**src/rtl/aes_enc_rr_arbiter.sv**
```systemverilog
// Round-robin front end that shares one AES encryption core between NUM_REQ requesters.
// One job in flight: grant, launch the core, wait for its result (or time out), hold the response.
module aes_enc_rr_arbiter #(
    parameter int unsigned NUM_REQ      = 4,
    parameter int unsigned ID_W         = 2,
    parameter int unsigned BLOCK_LENGTH = 128,
    parameter int unsigned KEY_LENGTH   = 128,
    parameter int unsigned TIMEOUT_CYC  = 64
) (
    input  logic                             CLK,
    input  logic                             RST,
    input  logic [NUM_REQ-1:0]               Req_Valid,
    output logic [NUM_REQ-1:0]               Req_Ready,
    input  logic [NUM_REQ*BLOCK_LENGTH-1:0]  Req_PT,
    input  logic [NUM_REQ*KEY_LENGTH-1:0]    Req_KEY,
    output logic                             Rsp_Valid,
    input  logic                             Rsp_Ready,
    output logic [ID_W-1:0]                  Rsp_ID,
    output logic [BLOCK_LENGTH-1:0]          Rsp_CT,
    output logic                             Rsp_Err,
    output logic                             Core_En,
    output logic [BLOCK_LENGTH-1:0]          Core_PT,
    output logic [KEY_LENGTH-1:0]            Core_KEY,
    input  logic [BLOCK_LENGTH-1:0]          Core_CT,
    input  logic                             Core_Valid
);

    localparam int unsigned TMR_W = (TIMEOUT_CYC > 2) ? $clog2(TIMEOUT_CYC) : 1;

    typedef enum logic [1:0] {
        ST_IDLE   = 2'd0,
        ST_LAUNCH = 2'd1,
        ST_WAIT   = 2'd2,
        ST_RESP   = 2'd3
    } state_e;

    state_e                   state_q, state_d;
    logic [ID_W-1:0]          last_q, last_d;
    logic [ID_W-1:0]          rsp_id_q, rsp_id_d;
    logic [ID_W-1:0]          job_id_q, job_id_d;
    logic [BLOCK_LENGTH-1:0]  pt_q, pt_d;
    logic [KEY_LENGTH-1:0]    key_q, key_d;
    logic [BLOCK_LENGTH-1:0]  ct_q, ct_d;
    logic                     err_q, err_d;
    logic                     rsp_valid_q, rsp_valid_d;
    logic                     core_en_q, core_en_d;
    logic [TMR_W-1:0]         timer_q, timer_d;

    logic                     found_c;
    logic [ID_W-1:0]          winner_c;
    logic [ID_W-1:0]          cand_c;
    logic [BLOCK_LENGTH-1:0]  pt_sel_c;
    logic [KEY_LENGTH-1:0]    key_sel_c;

    // Round-robin search starting just after the last granted requester.
    always_comb begin
        found_c  = 1'b0;
        winner_c = '0;
        cand_c   = '0;
        for (int unsigned k = 1; k <= NUM_REQ; k++) begin
            cand_c = ID_W'((32'(last_q) + k) % NUM_REQ);
            if (!found_c && Req_Valid[cand_c]) begin
                found_c  = 1'b1;
                winner_c = cand_c;
            end
        end
    end

    always_comb begin
        Req_Ready = '0;
        if (state_q == ST_IDLE && found_c) begin
            Req_Ready[winner_c] = 1'b1;
        end
    end

    always_comb begin
        pt_sel_c  = '0;
        key_sel_c = '0;
        for (int unsigned i = 0; i < NUM_REQ; i++) begin
            if (winner_c == ID_W'(i)) begin
                pt_sel_c  = Req_PT[i*BLOCK_LENGTH +: BLOCK_LENGTH];
                key_sel_c = Req_KEY[i*KEY_LENGTH +: KEY_LENGTH];
            end
        end
    end

    // Next-state and datapath update.
    always_comb begin
        state_d     = state_q;
        last_d      = last_q;
        rsp_id_d    = rsp_id_q;
        job_id_d    = job_id_q;
        pt_d        = pt_q;
        key_d       = key_q;
        ct_d        = ct_q;
        err_d       = err_q;
        rsp_valid_d = rsp_valid_q;
        core_en_d   = 1'b0;
        timer_d     = timer_q;
        unique case (state_q)
            ST_IDLE: begin
                if (found_c) begin
                    job_id_d  = winner_c;
                    last_d    = winner_c;
                    pt_d      = pt_sel_c;
                    key_d     = key_sel_c;
                    core_en_d = 1'b1;
                    state_d   = ST_LAUNCH;
                end
            end
            ST_LAUNCH: begin
                timer_d = '0;
                state_d = ST_WAIT;
            end
            ST_WAIT: begin
                if (Core_Valid) begin
                    ct_d        = Core_CT;
                    err_d       = 1'b0;
                    rsp_id_d    = job_id_q;
                    rsp_valid_d = 1'b1;
                    state_d     = ST_RESP;
                end else if (timer_q == TMR_W'(TIMEOUT_CYC - 1)) begin
                    ct_d        = '0;
                    err_d       = 1'b1;
                    rsp_id_d    = job_id_q;
                    rsp_valid_d = 1'b1;
                    state_d     = ST_RESP;
                end else begin
                    timer_d = timer_q + TMR_W'(1);
                end
            end
            ST_RESP: begin
                if (Rsp_Ready) begin
                    rsp_valid_d = 1'b0;
                    state_d     = ST_IDLE;
                end
            end
            default: state_d = ST_IDLE;
        endcase
    end

    // Reset favours requester 0 on the first arbitration.
    always_ff @(posedge CLK or negedge RST) begin
        if (!RST) begin
            state_q     <= ST_IDLE;
            last_q      <= ID_W'(NUM_REQ - 1);
            rsp_id_q    <= '0;
            job_id_q    <= '0;
            pt_q        <= '0;
            key_q       <= '0;
            ct_q        <= '0;
            err_q       <= 1'b0;
            rsp_valid_q <= 1'b0;
            core_en_q   <= 1'b0;
            timer_q     <= '0;
        end else begin
            state_q     <= state_d;
            last_q      <= last_d;
            rsp_id_q    <= rsp_id_d;
            job_id_q    <= job_id_d;
            pt_q        <= pt_d;
            key_q       <= key_d;
            ct_q        <= ct_d;
            err_q       <= err_d;
            rsp_valid_q <= rsp_valid_d;
            core_en_q   <= core_en_d;
            timer_q     <= timer_d;
        end
    end

    assign Rsp_Valid = rsp_valid_q;
    assign Rsp_ID    = rsp_id_q;
    assign Rsp_CT    = ct_q;
    assign Rsp_Err   = err_q;
    assign Core_En   = core_en_q;
    assign Core_PT   = pt_q;
    assign Core_KEY  = key_q;

endmodule

```
**config.mk**
```make
export PLATFORM = sky130hd
export DESIGN_NAME = aes_enc_rr_arbiter
export DESIGN_NICKNAME = d
export VERILOG_FILES = /design/src/rtl/aes_enc_rr_arbiter.sv
export SDC_FILE = /design/constraint.sdc
export NUM_CORES = 1
export LEC_CHECK = 0
export ABC_AREA = 1
export CAP_MARGIN = 0
export CORE_AREA = 4 4 598 600
export DETAILED_ROUTE_END_ITERATION = 8
export DIE_AREA = 0 0 602 604
export SETUP_SLACK_MARGIN = 0.2
export SYNTH_ARGS = -nofsm -noshare
export SYNTH_HDL_FRONTEND = slang
export SYNTH_SLANG_ARGS = --single-unit
```
**constraint.sdc**
```tcl
create_clock -name CLK -period 4.7 [get_ports CLK]
set_input_delay 0.705 -clock CLK [delete_from_list [all_inputs] [get_ports CLK]]
set_output_delay 0.705 -clock CLK [all_outputs]
set_load 0.05 [all_outputs]
```
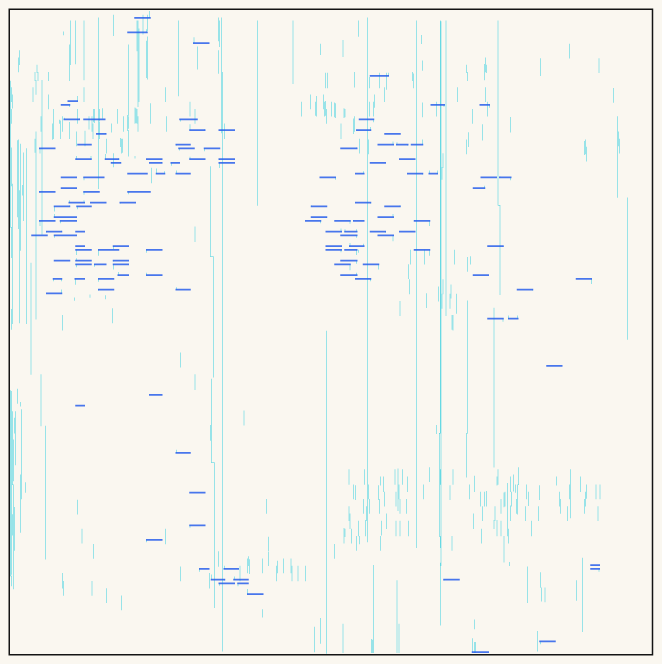
**Above:** metal layers overlaid.
Only two layers are drawn.
layer	color	wire length
metal 4	cyan	12400 µm
metal 5	blue	1730 µm
Post-Route WL: 306 mm
via count: 32726
GRT Total Usage: 0.160
Avg WL per Cell: 31.9 µm

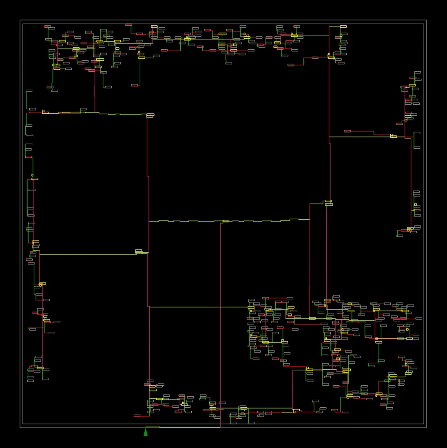
**Above:** clock routing.
clock latency on the worst-skew pair: 0.77 ns
clock buffer count: 77
Flops: 401
P_clk: 0.00498 W
Layout Skew: 0.0899 ns

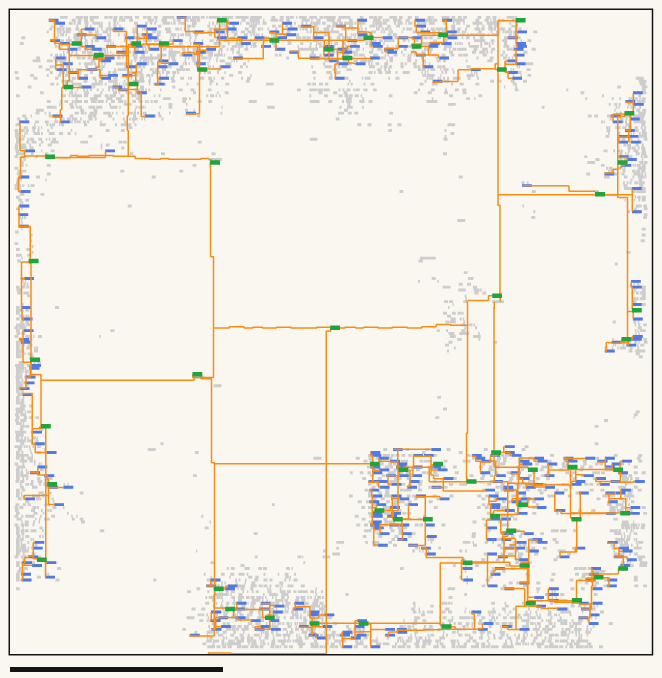
**Above:** clock network drawn from the DEF.
The bar under the picture is 200 µm long.
[clock wires] orange | length: 10100 µm
[flip-flops] blue | count: 401
[clock drivers] green | count: 59
routed clock nets	60
Clock Power Share: 0.113

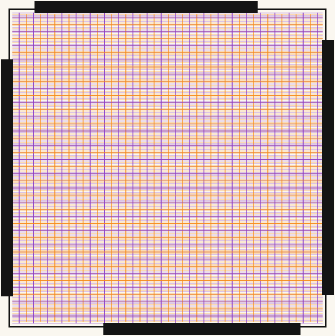
**Above:** power grid.
Pins as bars on the die edge.
net	color
VDD	orange
VSS	purple
met1 rails	219
met4 straps	43
signal pins	1553
rows	218

==> results.cfg <==
; generated from flow reports
[status]
status = finished clean

[setup_path]
slowest_delay_ns = 0.62
cp-endpoint = Req_Ready[3]
cp_max_fo = 18
cp_num_cells = 13
crit_chain = inv_4 > nand2_1 > nand3_1 > nand2_1 > nand4_1 > nand2_1 > clkinv_2 > nand2_8 > buf_12 > nand2_8 > nor2_1 > buf_4 > buf_4
crit_type = reg2out

[logic_synthesis]
synthDistinctLibCells = 34
yosys.area.top_type = dfrtp_1
synth.cells.most_frequent = nand2_1, nand3_1, nor2_1
synth_area_mm2 = 0.0238
edf_count = 0
avgSynthCellArea_um2 = 7.12
synth-compound-area-share = 0.0831
async_flop_share = 1.00
topCellsByArea = dfrtp_1, nand3_1, nand2_1, nor2_1, a22o_1

[final_timing]
setup_viol = 0
hold_viol = 0
max_freq_ghz = 0.236
tightest_slew_ns = 1.05
whs_ns = 0.476
finalCritPeriodShare = 0.903

[layout]
drive_gt1_frac = 0.0450
comb_cells = 2461
syn_to_final_growth_pct = 97.0
sh_seq_area = 0.214
final_nets = 5922

[global_route]
grt_max_degree = 150

[clock_network]
cts_buffers = 59

[drt]
maxUsedRoutingLayer = met5

[power]
power_density_mw_per_mm2 = 938
power_w = 0.0441

[placed_design]
place_area_mm2 = 0.0447
dpl.hpwl_mm = 266

[die]
fp-utilization = 0.0677
fp-row-count = 218
ios = 1553
die_h_um = 604
-- where the power goes --
part,internal (W),switching [W],leakage (nW)
sequential,0.00521,0.00116,4.84
combinational,0.00901,0.0237,13.2
clock,0.00283,0.00216,1.00
total,0.0170,0.0270,19.1
-- logic make-up after synthesis --
| kind of cell | count (synthesis) |
|---|---|
| flops | 401 |
| fa+ha+maj | 6 |
| compound gates | 298 |
| buf+inv | 489 |
| simple gates | 2154 |
| xor+xnor | 2 |
-- repair_timing --
item                                    4_1_cts  5_1_grt
hold buffers                                  1        0
hold endpoints to repair                     38        0
endpoints found under the setup margin        1        0
setup buffers                                 4        0
Power figures rest on the tool's default switching activity, not on a simulated workload.
